**src/rtl/button_conditioner.sv**
```systemverilog
// button_conditioner
// Conditions raw push-button inputs for the mode FSM. Every lane runs the
// same pipeline: two-flop synchronizer, tick-qualified debounce, press and
// release pulses, long-press detection and auto-repeat while held long.
// All lanes are independent; simultaneous events are reported in parallel.

module button_conditioner #(
  parameter int NUM_BTN        = 3,
  parameter int DEBOUNCE_TICKS = 4,
  parameter int LONG_TICKS     = 100,
  parameter int REPEAT_TICKS   = 20
) (
  input  logic               clk,
  input  logic               rst_n,
  input  logic               tick,
  input  logic [NUM_BTN-1:0] btn_raw,
  output logic [NUM_BTN-1:0] btn_level,
  output logic [NUM_BTN-1:0] btn_press,
  output logic [NUM_BTN-1:0] btn_release,
  output logic [NUM_BTN-1:0] btn_long,
  output logic [NUM_BTN-1:0] btn_repeat
);

  // Counter widths: each counter only ever has to reach its own limit.
  localparam int DB_W   = $clog2(DEBOUNCE_TICKS + 1);
  localparam int HOLD_W = $clog2(LONG_TICKS + 1);
  localparam int REP_W  = $clog2(REPEAT_TICKS + 1);

  localparam logic [DB_W-1:0]   DB_ZERO   = '0;
  localparam logic [DB_W-1:0]   DB_ONE    = DB_W'(1);
  localparam logic [DB_W-1:0]   DB_LAST   = DB_W'(DEBOUNCE_TICKS);
  localparam logic [HOLD_W-1:0] HOLD_ZERO = '0;
  localparam logic [HOLD_W-1:0] HOLD_ONE  = HOLD_W'(1);
  localparam logic [HOLD_W-1:0] HOLD_LAST = HOLD_W'(LONG_TICKS);
  localparam logic [REP_W-1:0]  REP_ZERO  = '0;
  localparam logic [REP_W-1:0]  REP_ONE   = REP_W'(1);
  localparam logic [REP_W-1:0]  REP_LAST  = REP_W'(REPEAT_TICKS);

  // A single debounce tick is enough when the limit is 1; the FSM then
  // skips the debounce states entirely.
  localparam logic SINGLE_TICK_DB = (DEBOUNCE_TICKS == 1);

  typedef enum logic [2:0] {
    IDLE      = 3'd0,
    PRESS_DB  = 3'd1,
    HELD      = 3'd2,
    LONG_HELD = 3'd3,
    REL_DB    = 3'd4
  } lane_state_t;

  logic [NUM_BTN-1:0] sync1_reg;
  logic [NUM_BTN-1:0] sync2_reg;

  // Two-flop synchronizer; btn_raw is asynchronous to clk.
  always_ff @(posedge clk or negedge rst_n) begin
    if (!rst_n) begin
      sync1_reg <= '0;
      sync2_reg <= '0;
    end else begin
      sync1_reg <= btn_raw;
      sync2_reg <= sync1_reg;
    end
  end

  genvar gi;
  generate
    for (gi = 0; gi < NUM_BTN; gi++) begin : g_lane
      logic              s_bit;
      lane_state_t       state_reg,    state_next;
      logic [DB_W-1:0]   db_cnt_reg,   db_cnt_next;
      logic [HOLD_W-1:0] hold_cnt_reg, hold_cnt_next;
      logic [REP_W-1:0]  rep_cnt_reg,  rep_cnt_next;
      logic              ret_long_reg, ret_long_next;
      logic              level_reg,    level_next;
      logic              press_reg,    press_next;
      logic              release_reg,  release_next;
      logic              long_reg,     long_next;
      logic              repeat_reg,   repeat_next;
      logic [DB_W-1:0]   db_inc;
      logic [HOLD_W-1:0] hold_inc;
      logic [REP_W-1:0]  rep_inc;

      assign s_bit    = sync2_reg[gi];
      assign db_inc   = db_cnt_reg + DB_ONE;
      assign hold_inc = hold_cnt_reg + HOLD_ONE;
      assign rep_inc  = rep_cnt_reg + REP_ONE;

      // State, counters and registered outputs; pulses are rebuilt every clk.
      always_ff @(posedge clk or negedge rst_n) begin
        if (!rst_n) begin
          state_reg    <= IDLE;
          db_cnt_reg   <= DB_ZERO;
          hold_cnt_reg <= HOLD_ZERO;
          rep_cnt_reg  <= REP_ZERO;
          ret_long_reg <= 1'b0;
          level_reg    <= 1'b0;
          press_reg    <= 1'b0;
          release_reg  <= 1'b0;
          long_reg     <= 1'b0;
          repeat_reg   <= 1'b0;
        end else begin
          state_reg    <= state_next;
          db_cnt_reg   <= db_cnt_next;
          hold_cnt_reg <= hold_cnt_next;
          rep_cnt_reg  <= rep_cnt_next;
          ret_long_reg <= ret_long_next;
          level_reg    <= level_next;
          press_reg    <= press_next;
          release_reg  <= release_next;
          long_reg     <= long_next;
          repeat_reg   <= repeat_next;
        end
      end

      // Next-state logic; nothing moves and no pulse fires unless tick=1.
      always_comb begin
        state_next    = state_reg;
        db_cnt_next   = db_cnt_reg;
        hold_cnt_next = hold_cnt_reg;
        rep_cnt_next  = rep_cnt_reg;
        ret_long_next = ret_long_reg;
        level_next    = level_reg;
        press_next    = 1'b0;
        release_next  = 1'b0;
        long_next     = 1'b0;
        repeat_next   = 1'b0;

        if (tick) begin
          case (state_reg)
            IDLE: begin
              if (s_bit) begin
                if (SINGLE_TICK_DB) begin
                  state_next    = HELD;
                  level_next    = 1'b1;
                  press_next    = 1'b1;
                  hold_cnt_next = HOLD_ZERO;
                  db_cnt_next   = DB_ZERO;
                end else begin
                  state_next  = PRESS_DB;
                  db_cnt_next = DB_ONE;
                end
              end
            end

            PRESS_DB: begin
              if (s_bit) begin
                if (db_inc == DB_LAST) begin
                  state_next    = HELD;
                  level_next    = 1'b1;
                  press_next    = 1'b1;
                  hold_cnt_next = HOLD_ZERO;
                  db_cnt_next   = DB_ZERO;
                end else begin
                  db_cnt_next = db_inc;
                end
              end else begin
                // Bounce: abandon the press silently.
                state_next  = IDLE;
                db_cnt_next = DB_ZERO;
              end
            end

            HELD: begin
              if (s_bit) begin
                hold_cnt_next = hold_inc;
                if (hold_inc == HOLD_LAST) begin
                  state_next   = LONG_HELD;
                  long_next    = 1'b1;
                  rep_cnt_next = REP_ZERO;
                end
              end else if (SINGLE_TICK_DB) begin
                state_next    = IDLE;
                level_next    = 1'b0;
                release_next  = 1'b1;
                db_cnt_next   = DB_ZERO;
                hold_cnt_next = HOLD_ZERO;
                rep_cnt_next  = REP_ZERO;
                ret_long_next = 1'b0;
              end else begin
                state_next    = REL_DB;
                db_cnt_next   = DB_ONE;
                ret_long_next = 1'b0;
              end
            end

            LONG_HELD: begin
              if (s_bit) begin
                if (rep_inc == REP_LAST) begin
                  repeat_next  = 1'b1;
                  rep_cnt_next = REP_ZERO;
                end else begin
                  rep_cnt_next = rep_inc;
                end
              end else if (SINGLE_TICK_DB) begin
                state_next    = IDLE;
                level_next    = 1'b0;
                release_next  = 1'b1;
                db_cnt_next   = DB_ZERO;
                hold_cnt_next = HOLD_ZERO;
                rep_cnt_next  = REP_ZERO;
                ret_long_next = 1'b0;
              end else begin
                state_next    = REL_DB;
                db_cnt_next   = DB_ONE;
                ret_long_next = 1'b1;
              end
            end

            REL_DB: begin
              // hold_cnt and rep_cnt stay frozen so a glitch does not
              // disturb the long-press or repeat schedule.
              if (!s_bit) begin
                if (db_inc == DB_LAST) begin
                  state_next    = IDLE;
                  level_next    = 1'b0;
                  release_next  = 1'b1;
                  db_cnt_next   = DB_ZERO;
                  hold_cnt_next = HOLD_ZERO;
                  rep_cnt_next  = REP_ZERO;
                  ret_long_next = 1'b0;
                end else begin
                  db_cnt_next = db_inc;
                end
              end else begin
                state_next  = ret_long_reg ? LONG_HELD : HELD;
                db_cnt_next = DB_ZERO;
              end
            end

            default: begin
              state_next    = IDLE;
              level_next    = 1'b0;
              db_cnt_next   = DB_ZERO;
              hold_cnt_next = HOLD_ZERO;
              rep_cnt_next  = REP_ZERO;
              ret_long_next = 1'b0;
            end
          endcase
        end
      end

      assign btn_level[gi]   = level_reg;
      assign btn_press[gi]   = press_reg;
      assign btn_release[gi] = release_reg;
      assign btn_long[gi]    = long_reg;
      assign btn_repeat[gi]  = repeat_reg;
    end
  endgenerate

endmodule
```
**config.mk**
```make
export PLATFORM = sky130hd
export DESIGN_NAME = button_conditioner
export DESIGN_NICKNAME = d
export VERILOG_FILES = /design/src/rtl/button_conditioner.sv
export SDC_FILE = /design/constraint.sdc
export NUM_CORES = 1
export LEC_CHECK = 0
export ABC_AREA = 1
export CORE_ASPECT_RATIO = 0.7
export CORE_MARGIN = 2
export CORE_UTILIZATION = 45
export CTS_BUF_LIST = sky130_fd_sc_hd__clkbuf_8
export CTS_CLUSTER_DIAMETER = 50
export DETAILED_ROUTE_END_ITERATION = 6
export PLACE_DENSITY_LB_ADDON = 0.3
export SKIP_LAST_GASP = 1
export SLEW_MARGIN = 30
export SYNTH_ARGS = -nofsm -noshare
export SYNTH_HDL_FRONTEND = slang
export SYNTH_SLANG_ARGS = --single-unit
```
**constraint.sdc**
```tcl
create_clock -name clk -period 2 [get_ports clk]
set_clock_uncertainty 0.2 [all_clocks]
set_input_delay 0.4 -clock clk [delete_from_list [all_inputs] [get_ports clk]]
set_output_delay 0.4 -clock clk [all_outputs]
set_load 0.01 [all_outputs]
```
==> flow_results.org <==
* Flow results

** Finish
- Most area-hungry cell class in the final design :: combinational gates
- Non-Filler Instances :: 759
- Diode insertion count for antenna repair :: 0
- In the final design database the tool counted 648 nets.
- Share of cells above drive strength 1 :: 12.8%

** CTS
- CTS tree :: done
- Clock-pin slew on the worst setup and hold paths :: 0.08 ns
- The skew report gives the latency at the later pin of the worst-skew pair as 0.36 ns.

** Pwr
- In the power breakdown, the biggest contributor is combinational cells.
- Highest ir drop seen on vdd :: 0.540 mV
- In this run the static leakage power is 2.50 nW.
- Power share of the sequential group :: 37.9%
- For the combinational group, total power comes out at 0.00219 W.
- The flow reports power dissipated in sequential cells as 0.00217 W.

** Setup path
- Worst Path Class, Setup :: flop to output port
- Data arrival time of the critical path :: 1.26 ns
- On the critical path, the stage with the largest delay is an instance of clkdlybuf4s50_1.

** Timing
- Worst slew pin tran :: 0.439 ns
- Unrepaired setup endpoints after global routing :: false
- Maximum frequency from static timing analysis :: 538 MHz
- Ratio of final minimum period to clock period :: 92.9%

** Yosys
- Share of the synthesized netlist area taken by xor and xnor gates :: 1.74%
- Summing the areas of all compound-gate instances in the mapped netlist gives 7.19% of the synthesized area.
- Synthesized net count :: 620
- Yosys cell count :: 598
- Top cells by count, synth :: 176 x nand2_1, 78 x dfrtp_1, 71 x nand3_1, 59 x nor2_1, 55 x inv_1
- Counting flops with an async set or reset pin after synthesis yields a share of 100%.

** GRT
- The first global-routing pass estimated 16500 um of wire.
- Global routing consumed, over all layers together, 19.2% of the routing resources.

** Floorplan
- The die is 88.0 um tall.
- FP Rows :: 30
- Once the floorplan was initialized, standard cells occupied 46.5% of the core.

** Run status
- Run status :: finished clean

** Drt
- Routed signal wires occupy layers up through met4.
- Met2 routed wirelength :: 4070 um
- Final routed DRC violation total :: 0

** Placement
- Number of instances in the placed design :: 740
### Zoomed window

Region (50, 32) to (75, 57) um. Cells in gray, sequential cells in the stronger gray; small squares are vias.
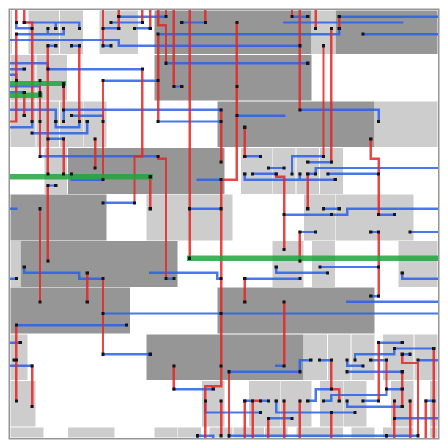
| color | layer |
|---|---|
| green | M3 |
| blue | M1 |
| red | M2 |
cells with their middle in the window: 42
netlist names of flops here include: g_lane.db_cnt_reg (3), g_lane.hold_cnt_reg (3), g_lane.state_reg (3)
most frequent: nand2_1 (12), dfrtp_1 (10), nand3_1 (5)
sequential cells in the window: 10

### Clock nets

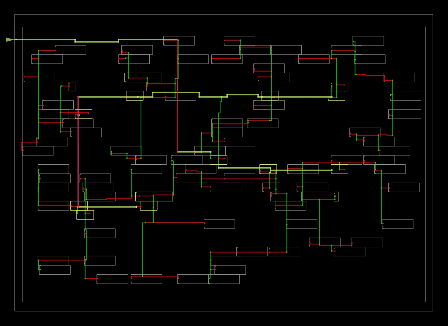
total CTS buffers: 9
clock net sink count: 78

### Local utilization

Drawn at 2 px/um. 12 x 9 tiles, from black (low) to pale yellow (high), 0 to 100% covered.
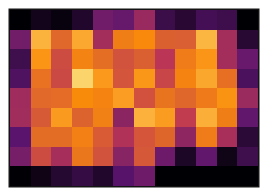
mean over tiles: 46%
fullest tile: 91%
emptiest ninth of the die: lower right
nearly empty tiles: 7.4%
tiles over 75% full: 14%

### Cell classes on the final placement

Drawn at 3 px/um. Fill, decap, tap and diode cells in gray.
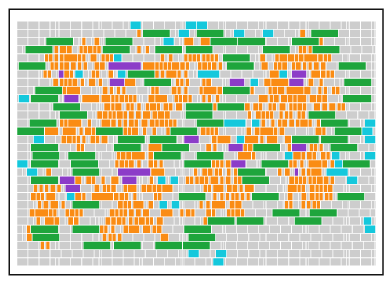
| color | class | cells | share of their area |
|---|---|---|---|
| purple | clock drivers and dummy loads | 16 | 4.6% |
| cyan | remaining buffers and delay cells | 39 | 7.5% |
| green | registers | 78 | 39% |
| orange | remaining logic cells | 498 | 49% |

### Routed clock nets over the placement

Drawn at 4 px/um.
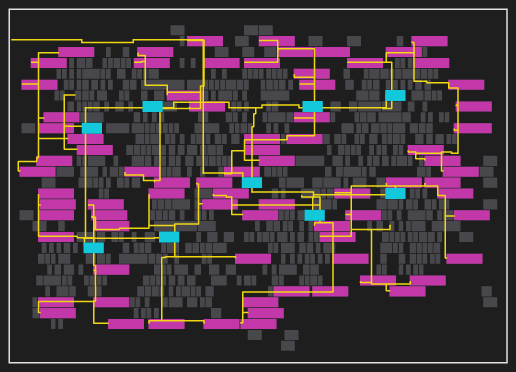
[magenta] flip-flops | count: 78
[cyan] clock-net drivers | count: 9
[yellow] clock wires | length: 1090 um
flops lie: all over the die
routed clock nets: 10

Power and IR drop assume default switching activity.
